**Run 1: congestion heat map**

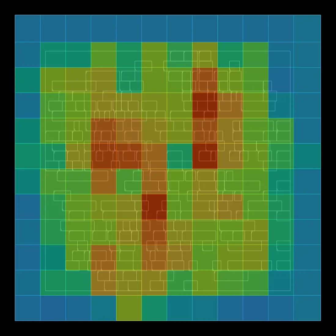
**Run 1: placed cells, one colour a class**

Drawn at 4 px/um.
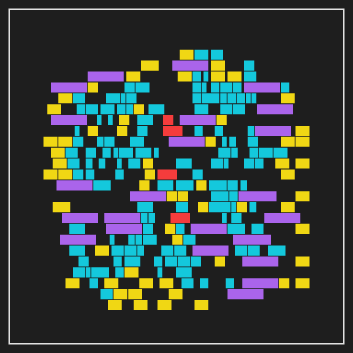
**Run 1: cells by drive strength**

Drawn at 4 px/um.
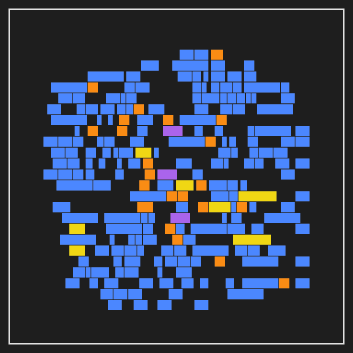
**Run 1: met1 routing**

Drawn at 6 px/um.
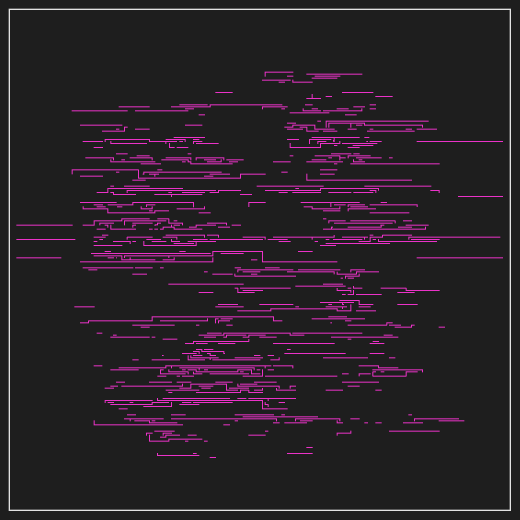
**src/rtl/watch_ctrl.sv**
```systemverilog
// Setting controller for a watch counter: RUN/SET_HOUR/SET_MIN/SET_SEC FSM, edit registers, load strobe and ci prescaler.
// Optional decrement button is compiled in when WATCH_CTRL_DEC_EN is defined.
module watch_ctrl #(
    parameter int unsigned DIV = 4
) (
    input  logic       clk,
    input  logic       rst,
    input  logic       btn_mode,
    input  logic       btn_inc,
`ifdef WATCH_CTRL_DEC_EN
    input  logic       btn_dec,
`endif
    input  logic [4:0] hour_cur,
    input  logic [5:0] min_cur,
    input  logic [5:0] sec_cur,
    output logic       ld,
    output logic [4:0] hour_set,
    output logic [5:0] min_set,
    output logic [5:0] sec_set,
    output logic       ci,
    output logic [1:0] mode
);

    localparam int PW = (DIV > 1) ? $clog2(DIV) : 1;
    localparam logic [PW-1:0] PRESC_MAX = PW'(DIV - 1);

    typedef enum logic [1:0] {
        RUN      = 2'd0,
        SET_HOUR = 2'd1,
        SET_MIN  = 2'd2,
        SET_SEC  = 2'd3
    } state_t;

    state_t        state, state_nx;
    logic [PW-1:0] presc, presc_nx;
    logic [4:0]    hour_nx;
    logic [5:0]    min_nx, sec_nx;
    logic          ld_nx, ci_nx;
    logic          inc_req, dec_req;

`ifdef WATCH_CTRL_DEC_EN
    // Simultaneous inc and dec cancel out.
    assign inc_req = btn_inc & ~btn_dec;
    assign dec_req = btn_dec & ~btn_inc;
`else
    assign inc_req = btn_inc;
    assign dec_req = 1'b0;
`endif

    // Out-of-range values (>= max) wrap to 0 on increment.
    function automatic logic [4:0] step5(input logic [4:0] v, input logic [4:0] max,
                                         input logic up, input logic down);
        if (up)   return (v >= max) ? 5'd0 : v + 5'd1;
        if (down) return (v == 5'd0) ? max : v - 5'd1;
        return v;
    endfunction

    function automatic logic [5:0] step6(input logic [5:0] v, input logic [5:0] max,
                                         input logic up, input logic down);
        if (up)   return (v >= max) ? 6'd0 : v + 6'd1;
        if (down) return (v == 6'd0) ? max : v - 6'd1;
        return v;
    endfunction

    always_comb begin
        state_nx = state;
        presc_nx = '0;
        ld_nx    = 1'b0;
        ci_nx    = 1'b0;
        hour_nx  = hour_set;
        min_nx   = min_set;
        sec_nx   = sec_set;
        // btn_mode always wins; edits apply only when no mode step is taken.
        case (state)
            RUN: begin
                if (btn_mode) begin
                    state_nx = SET_HOUR;
                    hour_nx  = hour_cur;
                    min_nx   = min_cur;
                    sec_nx   = sec_cur;
                end else if (presc == PRESC_MAX) begin
                    ci_nx = 1'b1;
                end else begin
                    presc_nx = presc + PW'(1);
                end
            end
            SET_HOUR: begin
                if (btn_mode) state_nx = SET_MIN;
                else          hour_nx  = step5(hour_set, 5'd23, inc_req, dec_req);
            end
            SET_MIN: begin
                if (btn_mode) state_nx = SET_SEC;
                else          min_nx   = step6(min_set, 6'd59, inc_req, dec_req);
            end
            SET_SEC: begin
                if (btn_mode) begin
                    state_nx = RUN;
                    ld_nx    = 1'b1;
                end else begin
                    sec_nx = step6(sec_set, 6'd59, inc_req, dec_req);
                end
            end
            default: state_nx = RUN;
        endcase
    end

    always_ff @(posedge clk or negedge rst) begin
        if (!rst) state <= RUN;
        else      state <= state_nx;
    end

    always_ff @(posedge clk or negedge rst) begin
        if (!rst) begin
            presc    <= '0;
            ld       <= 1'b0;
            ci       <= 1'b0;
            hour_set <= '0;
            min_set  <= '0;
            sec_set  <= '0;
        end else begin
            presc    <= presc_nx;
            ld       <= ld_nx;
            ci       <= ci_nx;
            hour_set <= hour_nx;
            min_set  <= min_nx;
            sec_set  <= sec_nx;
        end
    end

    assign mode = state;

endmodule

```
**config.mk**
```make
export PLATFORM = sky130hd
export DESIGN_NAME = watch_ctrl
export DESIGN_NICKNAME = d
export VERILOG_FILES = /design/src/rtl/watch_ctrl.sv
export SDC_FILE = /design/constraint.sdc
export NUM_CORES = 1
export LEC_CHECK = 0
export ABC_CLOCK_PERIOD_IN_PS = 1950
export CAP_MARGIN = 20
export CORE_MARGIN = 8
export CORE_UTILIZATION = 35
export DETAILED_ROUTE_END_ITERATION = 7
export SLEW_MARGIN = 5
export SYNTH_ARGS = -nofsm -noshare
export SYNTH_HDL_FRONTEND = slang
export SYNTH_SLANG_ARGS = --single-unit
```
**constraint.sdc**
```tcl
create_clock -name clk -period 1.95 [get_ports clk]
set_input_delay 0.4875 -clock clk [delete_from_list [all_inputs] [get_ports clk]]
set_output_delay 0.4875 -clock clk [all_outputs]
set_load 0.02 [all_outputs]
```
==> results.toml, run 1 <==
# synthesis and place-and-route metrics
[layout]
diodes = 0
lay_top_count = "clkdlybuf4s50_1"
nFillCells = 405
nFlopsAndLatches = 23
dominant_cells = "logic gates"
final_cell_mix = "39 x clkdlybuf4s50_1, 21 x dfrtp_1, 19 x buf_4, 11 x inv_1"
num-nonclk-buffers = 60
clk_share_pct = 2.193
final-comb-area_um2 = 933.4
final-nonclk-buf-share_pct = 25.08
num-multi-input-gates = 118
finish.net_count = 246
comb_share_pct = 41.96
final_area_um2 = 2225
seq_share_pct = 25.98

[setup_path]
cp.arrival_ns = 1.41
crit-reg2reg-launch = "mode[1]$_DFFE_PN0P_"
cp_data_required_time_ns = 1.46
crit_chain = "clkdlybuf4s50_1"
crit_family = "buffers and inverters"
regToRegEndpoint = "sec_set[0]$_DFFE_PN0P_"
worstPathMaxFanout = 9
rr_worst_depth = 5
path_buffers = 1

[route]
dr.pass1.iters = 4
routed_wl_mm = 4.312
routedWlPerCell_um = 16.09
antenna_left = 0
route.detailed.drc = 0

[grt]
use_met3_pct = 3.223
grt_pass1_wl_mm = 7.438
grt_remaining_overflow = 0

[flow_run]
timing.max_cap.violations = 0
tool_warnings = 29

[synth]
synth.cellmix.simpleShare_pct = 22.75
yosysUniqueCellTypes = 49
xor_area_share_pct = 0
ys.flop_type = "dfrtp_1"
syn_inst = 160
avgSynthCellArea_um2 = 9.900
yosys_area_um2 = 1584
yosys_cells = 160
synth_top_cell_by_count = "dfrtp_1"
synth-edff-count = 0
synthArstFlopShare_pct = 100.0
topCellsByArea = "dfrtp_1 36%, ha_1 6.3%, nand4bb_1 3.6%"
aoi_share_pct = 24.88
synth_warnings = 0
synth_seq_share_pct = 36.33
netlist_area_um2 = 1584

[min_path]
hold_depth = 1
holdPathEnd = "presc[0]$_DFF_PN0_"
hold_path_class = "register to register"
min-delay-start = "presc[0]$_DFF_PN0_"

[die]
design.core.area_um2 = 4354
taps = 52
pin_count = 42
chipHeight_um = 83.28
initCoreUtil_pct = 36.38
die_area_um2 = 6935

[final_timing]
fmax_mhz = 526.9
tightest_slew_ns = 0.4424
skew_ns = 0.0009810
period_used_pct = 97.32
setup_viol = 0
hold_viol = 0
slew_headroom_pct = 70.23

[power]
peakVddDrop_v = 0.0005958
pg_seq_w = 0.00101
power.internal_w = 0.001877
p_leak_nw = 0.9490
power_density_nw_per_um2 = 1530
pwr-share-comb_pct = 61.4
p_sw_share_pct = 44.86
p_switching_w = 0.001527
pwr-share-clk_pct = 8.9
seqPwrFrac_pct = 29.7
clk-power_w = 0.000302

[run_status]
status = "completed"

[clock_network]
cts.sinks = 23
cts_hold_repair.buffers = 0
cts_tree = "built"
cts_buffer_depth = 2

[place]
placed_cells = 264
place.gp.congestion = 0.8543
dpl.hpwl_mm = 3.318
io_buffers = 41
Back to the opening pictures, 'congestion heat map':
M1 GR Usage: 15.27%
GR Util All Layers: 12.27%
routing usage on met2: 20.44%
GRT busiest layer: met2

Back to the opening pictures, 'placed cells, one colour a class':
sequential cells -> purple  # cells 23
remaining buffers and delay cells -> yellow  # cells 60
clock drivers and dummy loads -> red  # cells 4
combinational and other logic -> cyan  # cells 129
FP Rows: 24
final core area utilization: 51.09%

Back to the opening pictures, 'cells by drive strength':
_2 cells -> yellow  # cells 7
_6 and larger -> purple  # cells 3
_0 and _1 cells -> blue  # cells 184
_3 and _4 cells -> orange  # cells 22

Back to the opening pictures, 'met1 routing':
main direction = horizontal
wire length on this layer = 2050 um

run 1: metrics by stage:
step	setup slack (ns)	utilization, %	power, W	TNS (ns)
after floorplan	0.02429	-	0.002231	0
after global placement	-0.1299	49.74	0.003045	-0.5859
after detailed placement	-0.2036	49.74	0.003096	-1.296
after CTS	0.01448	50.86	0.003415	0
after global routing	0.004284	51.09	0.003676	0
final	0.05227	51.09	0.003404	0
run 1: flip-flops by register name, indices dropped and copies added, names as in the netlist:
register	cells
min_set	6
sec_set	6
hour_set	5
mode	2
presc	2
ci	1
ld	1
run 1: timing repair:
action,CTS,global route
resized,0,5
buffers inserted,0,0
endpoints found under the setup margin,0,6
run 1: routing by layer:
metal / routed length [um] / up-vias
met2: 2051 / 28
met3: 197 / 2
met4: 17 / 0
met1: 2046 / 742
met5: 0 / -
li1: - / 742
**Run 1: close-up of the layout**

Window x 8 to 33, y 50 to 75 um. Cells in grey, sequential cells in the stronger grey; small squares are vias.
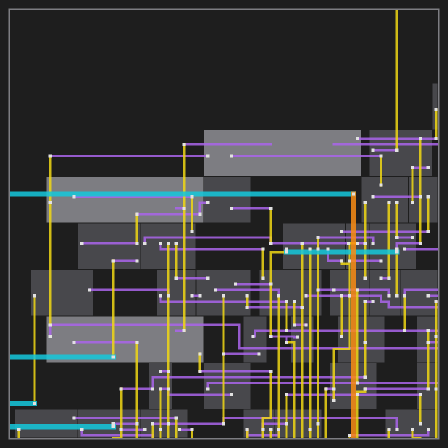

--- run 2 (diff from run 1) ---
--- a/config.mk
+++ b/config.mk
@@ -5,8 +5,7 @@
 export SDC_FILE = /design/constraint.sdc
 export NUM_CORES = 1
 export LEC_CHECK = 0
-export ABC_CLOCK_PERIOD_IN_PS = 1950
-export CAP_MARGIN = 20
+export ABC_CLOCK_PERIOD_IN_PS = 2410
 export CORE_MARGIN = 8
 export CORE_UTILIZATION = 35
 export DETAILED_ROUTE_END_ITERATION = 7
==> constraint.sdc (replaced) <==
create_clock -name clk -period 2.41 [get_ports clk]
set_input_delay 0.6025 -clock clk [delete_from_list [all_inputs] [get_ports clk]]
set_output_delay 0.6025 -clock clk [all_outputs]
set_load 0.02 [all_outputs]
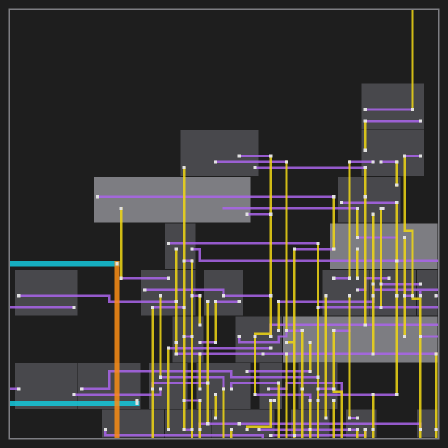
**Above:** run 2 (close-up of the layout).
Window x 8 to 33, y 50 to 75 um. Cells in grey, sequential cells in the stronger grey; small squares are vias.
metal 1 -> purple
metal 4 -> orange
metal 3 -> cyan
metal 2 -> yellow
most frequent = clkdlybuf4s50_1 (5), o211ai_1 (3), dfrtp_1 (3)
netlist names of flops here include = hour_set (3)
sequential cells in the window = 3
cells with their middle in the window = 28

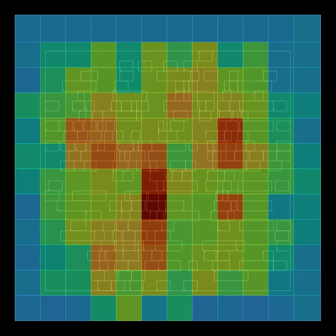
**Above:** run 2 (congestion heat map).
GR Layer Usage met3: 2.832%
routing usage on met2: 19.09%

==> results.toml, run 2 <==
# synthesis and place-and-route metrics
[synth]
yosys_cells = 160
xor_area_share_pct = 0
syn_inst = 160
netlist_area_um2 = 1584
aoi_share_pct = 24.88
synth_top_cell_by_count = "dfrtp_1"
topCellsByArea = "dfrtp_1 36%, ha_1 6.3%, nand4bb_1 3.6%"
yosysUniqueCellTypes = 49
ys.flop_type = "dfrtp_1"
synth-edff-count = 0
synth_seq_share_pct = 36.33
yosys_area_um2 = 1584
synth_warnings = 0

[route]
routedWlPerCell_um = 17.08
route.detailed.drc = 0
dr.pass1.iters = 4
antenna_left = 0
routed_wl_mm = 4.339

[grt]
grt_remaining_overflow = 0
grt_pass1_wl_mm = 7.341
grt.total_usage_pct = 12.09

[clock_network]
cts.repair.resized = 0
cts_buffer_depth = 2
cts_hold_repair.buffers = 0
cts_tree = "built"
post_cts.repair.setup_buffers = 0

[min_path]
min-delay-start = "presc[0]$_DFF_PN0_"
hold_depth = 1
holdPathEnd = "presc[0]$_DFF_PN0_"

[setup_path]
rr_worst_depth = 5
cp_data_required_time_ns = 2.56
regToRegEndpoint = "sec_set[1]$_DFFE_PN0P_"
crit-reg2reg-launch = "mode[0]$_DFFE_PN0P_"

[power]
clk-power_w = 0.000246
total_power_w = 0.002650
pwr-share-comb_pct = 58.6
peakVddDrop_v = 0.0005589
pg_seq_w = 0.000852
power_density_nw_per_um2 = 1260
seqPwrFrac_pct = 32.1
pwr-share-clk_pct = 9.3
p_switching_w = 0.001226
power.internal_w = 0.001424

[place]
io_buffers = 41
dpl.hpwl_mm = 3.197
place.gp.congestion = 0.9072
placed_cells = 250

[die]
rows = 24
die_area_um2 = 6935
chipHeight_um = 83.28
initCoreUtil_pct = 36.38

[layout]
biggestRegsByFlops = "min_set: 6 flops, sec_set: 6 flops, hour_set: 5 flops"
final_area_um2 = 2103
finish.net_count = 232
diodes = 0
final_util_pct = 48.30

[final_timing]
finalWorstSetupSlack_ns = 0.3459
tightest_slew_ns = 0.4795
tns_ns = 0
period_used_pct = 85.65
fmax_mhz = 484.5
hold_viol = 0
setup_viol = 0

[flow_run]
tool_warnings = 29

[run_status]
status = "completed"
[run 2: cell counts after synthesis]
Identical to the previous run, type by type.
[run 2: per-layer routing]
metal / share of wire, % / vias up / track usage (%)
li1: - / 717 / -
met1: 46 / 746 / 16.11
met2: 49 / 44 / 19.09
met3: 4.8 / 2 / 2.832
met4: 0.28 / 0 / 2.716
met5: 0 / - / 0
[run 2: final cells by class]
class	instances	area [um^2]
multi-input combinational	118	928.4
tap	52	65.06
fill	386	2251
sequential	23	575.6
timing repair buffer	46	447.9
clock buffer	4	45.04
inverter	11	41.29
[run 2: worst max-delay path: stages (launching register included)]
cell and delay [ns]:
dfrtp_1 0.43, inv_1 0.12, ha_1 0.46, and4bb_2 0.34, or2_1 0.31, mux2_2 0.29
No activity file was given, so power comes from the tool's default toggle rates.
